Design ota_cal_ctrl, sky130hd; sources not shown.
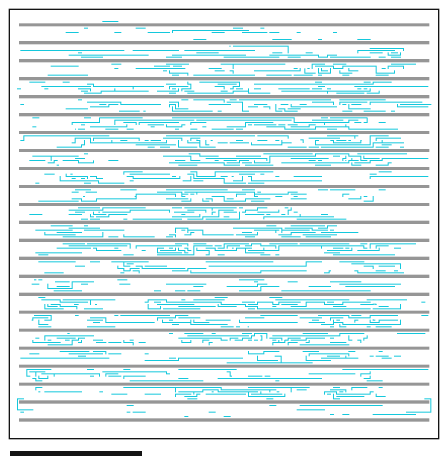
Figure 1: run 1, met1 routing.
Scale bar: 20 um. Supply wires on this layer in gray.
share of all routed wire	43%
nets with wire on the layer	285
longest straight run	18.4 um
vias after detailed routing: 2260
met1 global-route usage: 40.8%

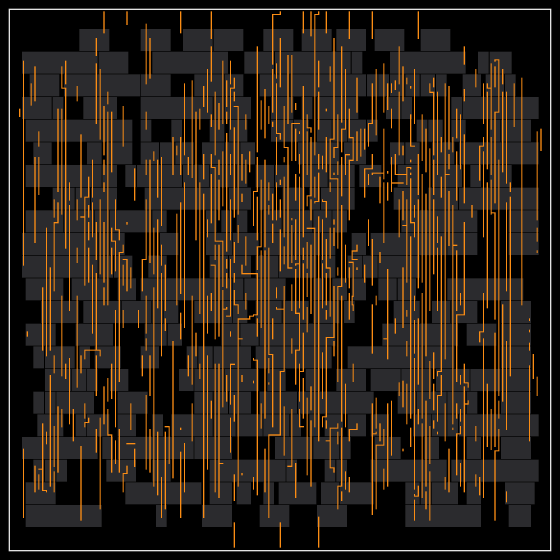
Figure 2: run 1, metal 2.
nets with wire on the layer	277
main direction	vertical
share of all routed wire	50%
wire length on this layer	3010 um
longest straight run	38.8 um
global-route met2 utilization: 53.0%
DRT Wirelength: 6.07 mm

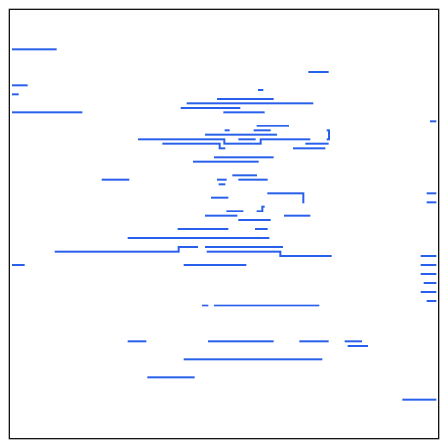
Figure 3: run 1, metal 3.
main direction	horizontal
nets with wire on the layer	47
longest straight run	21.2 um
share of all routed wire	6.0%
met3 global-route usage: 5.11%

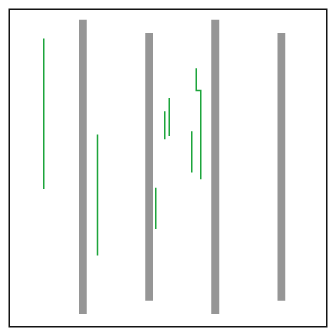
Figure 4: run 1, M4 wires.
Supply wires on this layer in gray.
main direction	vertical
share of all routed wire	1.8%
nets with wire on the layer	6

==> reports/qor.tcl, run 1 <==
set qor(status) {complete, no violations}
set qor(r2r_setup_slack_ns) 2.93
set qor(core_area_sq_um) 3720
set qor(power.density_cell_area_nw_per_um2) 398
set qor(chip_area_in_the_yosys_report_sq_um) 2370
set qor(drt_first_iter_violations) 283
set qor(worst_slew_pin_slew_ns) 1.01
set qor(timing.critical_path.cells) {clkdlybuf4s50_1, inv_1, a21oi_1, a21oi_1, o21ai_1, a221o_1}
set qor(cts_resized) 0
set qor(yosys-stat-cells) 271
set qor(netlist_area_before_placement_sq_um) 2370
set qor(min_period_over_period_pct) 58.8
set qor(endpoint_kind) {flip-flop}
set qor(chip_area_sq_um) 4200
set qor(rsz_0062_raised_after_global_routing) {false}
set qor(cpMaxStageDelayCell) {clkdlybuf4s50_1}
set qor(netSwitchingFraction_pct) 42.5
set qor(dieWidth_um) 64.8
set qor(path_buffers) 2
set qor(enable_flop_cells) 0
set qor(yosysWarningCount) 0
set qor(avgViaCountPerCell) 6.65
set qor(seq-power_uw) 404
set qor(timing.max_slew.rel_slack_pct) 32.4
set qor(yosysSeqAreaShare_pct) 34.0
set qor(route.top_layer_used) {met4}
set qor(synth_compound_gate_area_share_pct) 25.4
set qor(final_net_count) 318
set qor(post-route-util_pct) 73.2
set qor(final-instance-count-excl-fill) 340
set qor(sequential_cell_total) 32
set qor(worstPathArrival_ns) 3.54
set qor(globalRouteOverflowTotal) 0
set qor(post_synth_mux_area_share_pct) 5.61
set qor(fp_util_pct) 63.7
set qor(wl_per_cell_um) 17.9
set qor(flop_cell) {dfrtp_1}
set qor(detail_route.first_pass.iterations) 4
set qor(syn_nets) 298
set qor(cts_hold_repair.buffers) 0
set qor(critPathKind) {in2reg}
set qor(dp_hpwl_mm) 4.32
set qor(hold_slack_ns) 0.494
set qor(place_ws_ns) 2.11
set qor(post_route_cells_drive_above_1_share_pct) 7.19
set qor(synth.most_common_cell) {dfrtp_1}
set qor(antenna_found_initial) 0
set qor(syn_avg_cell_area_sq_um) 8.73
set qor(ff_latch_area_sq_um) 805
set qor(synth_simple_gate_area_share_pct) 22.6
set qor(largest_power_group) {combinational cells}
set qor(p_leak_nw) 1.15
set qor(maxSlewViolCount) 0
set qor(skew_ns) 0.00945
set qor(n_fill_cell) 300
set qor(intPower_uw) 624
set qor(std_cell_rows) 22
set qor(period_needed_ns) 3.32
set qor(critical-path-top-delay-family) {buffers and inverters}
set qor(combinationalPowerShare_pct) 46.9
set qor(critPathLaunchType) {input pin}
set qor(design.portCount) 30
set qor(combAreaFraction_pct) 52.1
==> run 1: metrics by stage <==
| stage | total power [mW] | cell area, sq um |
|---|---|---|
| final | 1.08 | 2720 |
| after global routing | 1.16 | 2720 |
| after CTS | 1.08 | 2720 |
| after detailed placement | 0.905 | 2640 |
| after global placement | 0.895 | 2640 |
| after floorplan | 0.729 | 2370 |
==> run 1: worst register-to-register path, cell delays in order, from the launching register on <==
cell and delay, ns:
dfrtp_1 0.46, inv_1 0.12, ha_1 0.38, or3b_1 0.26
o2111ai_2 0.34, a21oi_1 0.43, o21ai_1 0.26, a221o_1 0.41
Figure 5. Track usage over the die (run 1).
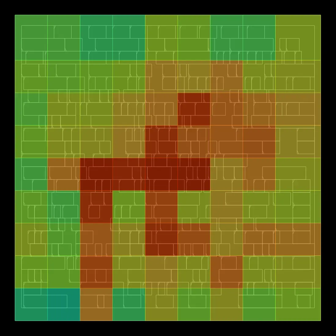

==> run 1 -> run 2 <==
--- a/config.mk
+++ b/config.mk
@@ -5,10 +5,10 @@
 export SDC_FILE = /design/constraint.sdc
 export NUM_CORES = 1
 export LEC_CHECK = 0
-export CORE_UTILIZATION = 60
+export CORE_UTILIZATION = 56
 export CTS_CLUSTER_SIZE = 25
 export DETAILED_ROUTE_END_ITERATION = 6
-export PLACE_DENSITY = 0.81
+export PLACE_DENSITY = 0.77
 export SYNTH_ARGS = -nofsm -noshare
 export SYNTH_HDL_FRONTEND = slang
 export SYNTH_SLANG_ARGS = --single-unit
==> constraint.sdc (replaced) <==
create_clock -name clk -period 3.5 [get_ports clk]
set_input_delay 0.7 -clock clk [delete_from_list [all_inputs] [get_ports clk]]
set_output_delay 0.7 -clock clk [all_outputs]
set_load 0.01 [all_outputs]
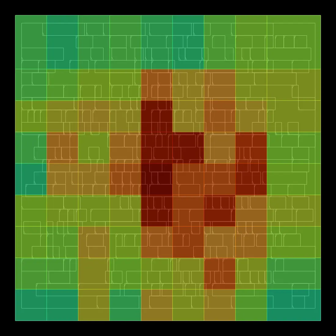
Figure 6: run 2, track usage over the die.
met3 global-route usage: 6.16%
overall track demand over capacity in global routing: 29.3%
routed wirelength normalized by instance count: 17.4 um

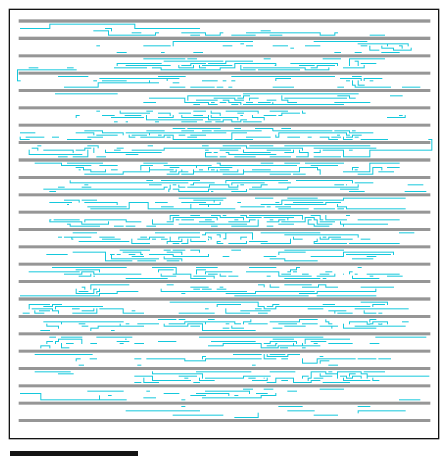
Figure 7: run 2, met1 routing.
Scale bar: 20 um. Supply wires on this layer in gray.
main direction	horizontal
wire length on this layer	2590 um
nets with wire on the layer	275
vias after detailed routing: 2193
met1 global-route usage: 37.9%
DRT Wirelength: 6.02 mm

==> reports/qor.tcl, run 2 <==
set qor(synth.most_common_cell) {dfrtp_1}
set qor(clock_insertion_delay_worst_skew_ns) 0.29
set qor(warnings) 35
set qor(min_delay_path_depth) 2
set qor(status) {complete, no violations}
set qor(drt_first_iter_violations) 213
set qor(fp_util_pct) 58.7
set qor(antenna_cells_inserted) 0
set qor(core_area_sq_um) 4030
set qor(chip_area_in_the_yosys_report_sq_um) 2370
set qor(yosysSeqAreaShare_pct) 34.0
set qor(seq-power_uw) 645
set qor(combinationalPowerShare_pct) 46.6
set qor(p_seq_share_pct) 36.6
set qor(global_route.usage.met2_pct) 48.0
set qor(detail_route.first_pass.iterations) 7
set qor(path_buffers) 1
set qor(rsz_0062_raised_after_global_routing) {false}
set qor(std_cell_rows) 23
set qor(chip_area_sq_um) 4490
set qor(max_cap_violations) 0
set qor(min_period_over_period_pct) 79.7
set qor(grt_max_degree) 33
set qor(p_comb_uw) 821
set qor(postLayoutCellArea_sq_um) 2760
set qor(post_synth_mux_area_share_pct) 5.61
set qor(yosys-stat-cells) 271
set qor(flop_cell) {dfrtp_1}
set qor(r2r_setup_slack_ns) 0.82
set qor(synth_simple_gate_area_share_pct) 22.6
set qor(dp_hpwl_mm) 4.36
set qor(netlist_area_before_placement_sq_um) 2370
set qor(first_global_vias) 2022
set qor(cpMaxStageDelayCell) {clkdlybuf4s50_1}
set qor(yosysWarningCount) 0
set qor(antenna_found_initial) 0
set qor(critPathLaunchType) {input pin}
set qor(netSwitchingFraction_pct) 41.6
set qor(ff2ff_path_depth) 7
set qor(critical-path-top-delay-family) {AND-OR/OR-AND gates}
set qor(worst_slew_pin_slew_ns) 0.691
set qor(routedLengthMet1_mm) 2.59
set qor(intPower_mw) 1.03
set qor(worst_vdd_rail_ir_drop_v) 0.000423
set qor(fin_total_pwr_mw) 1.76
set qor(fp.dieH_um) 67
set qor(timing.critical_path.cells) {clkdlybuf4s50_1, or3b_1, o2111ai_2, a21oi_1, o21ai_1, a221o_1}
set qor(avgViaCountPerCell) 6.36
set qor(cts_hold_repair.buffers) 0
set qor(final_net_count) 321
set qor(worstPathArrival_ns) 3.00
set qor(endpoint_kind) {flip-flop}
set qor(leading_post_synthesis_cells_by_instance_count) {dfrtp_1 (29), nand2_1 (23), o21ai_0 (18)}
set qor(period_needed_ns) 2.79
set qor(p_leak_nw) 1.17
set qor(power.density_cell_area_nw_per_um2) 640
set qor(post_route_cells_drive_above_1_share_pct) 8.14
set qor(globalRouteOverflowTotal) 0
set qor(hold_slack_ns) 0.490
set qor(place.gp.congestion) 0.968
set qor(syn_nets) 298
set qor(enable_flop_cells) 0
set qor(skew_ns) 0.00386
set qor(place_ws_ns) 0.484
set qor(design.portCount) 30
set qor(async_sr_flop_fraction_pct) 100
set qor(cts_resized) 0
set qor(number_of_buffers_inserted_during_clock_tree_synthesis) 5
set qor(route.top_layer_used) {met4}
set qor(dieWidth_um) 67
set qor(timing.max_slew.rel_slack_pct) 53.6
set qor(syn_avg_cell_area_sq_um) 8.73
set qor(largest_power_group) {combinational cells}
set qor(place_area_sq_um) 2670
set qor(synth_compound_gate_area_share_pct) 25.4
set qor(critPathKind) {in2reg}
set qor(synth_adder_area_share_pct) 6.35
set qor(maxSlewViolCount) 0
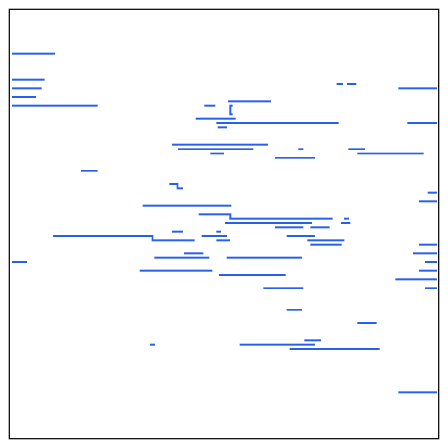
Figure 8: run 2, metal 3.

run 2: metrics by stage:
| stage | utilization (%) | cells |
|---|---|---|
| after global placement | 66.1 | 337 |
| final | 68.4 | 345 |
| after global routing | 68.4 | 345 |
| after floorplan | - | 271 |
| after CTS | 68.4 | 345 |
| after detailed placement | 66.1 | 337 |
run 2: kinds of logic (layout without fill, tap and decap cells):
kind of cell	count (synthesis)	after routing
AND/OR/NAND/NOR	95	95
AND-OR/OR-AND	86	86
adder cells (fa/ha/maj)	12	12
buffers and inverters	33	57
multiplexers	13	13
flip-flops	32	32
run 2: cell type report:
type	count	area (sq um)
sequential	32	805
multi-input combinational	206	1420
tap	50	62.6
fill	343	1270
timing repair buffer	33	320
inverter	16	60.1
clock buffer	8	90.1
Power and IR drop assume default switching activity.
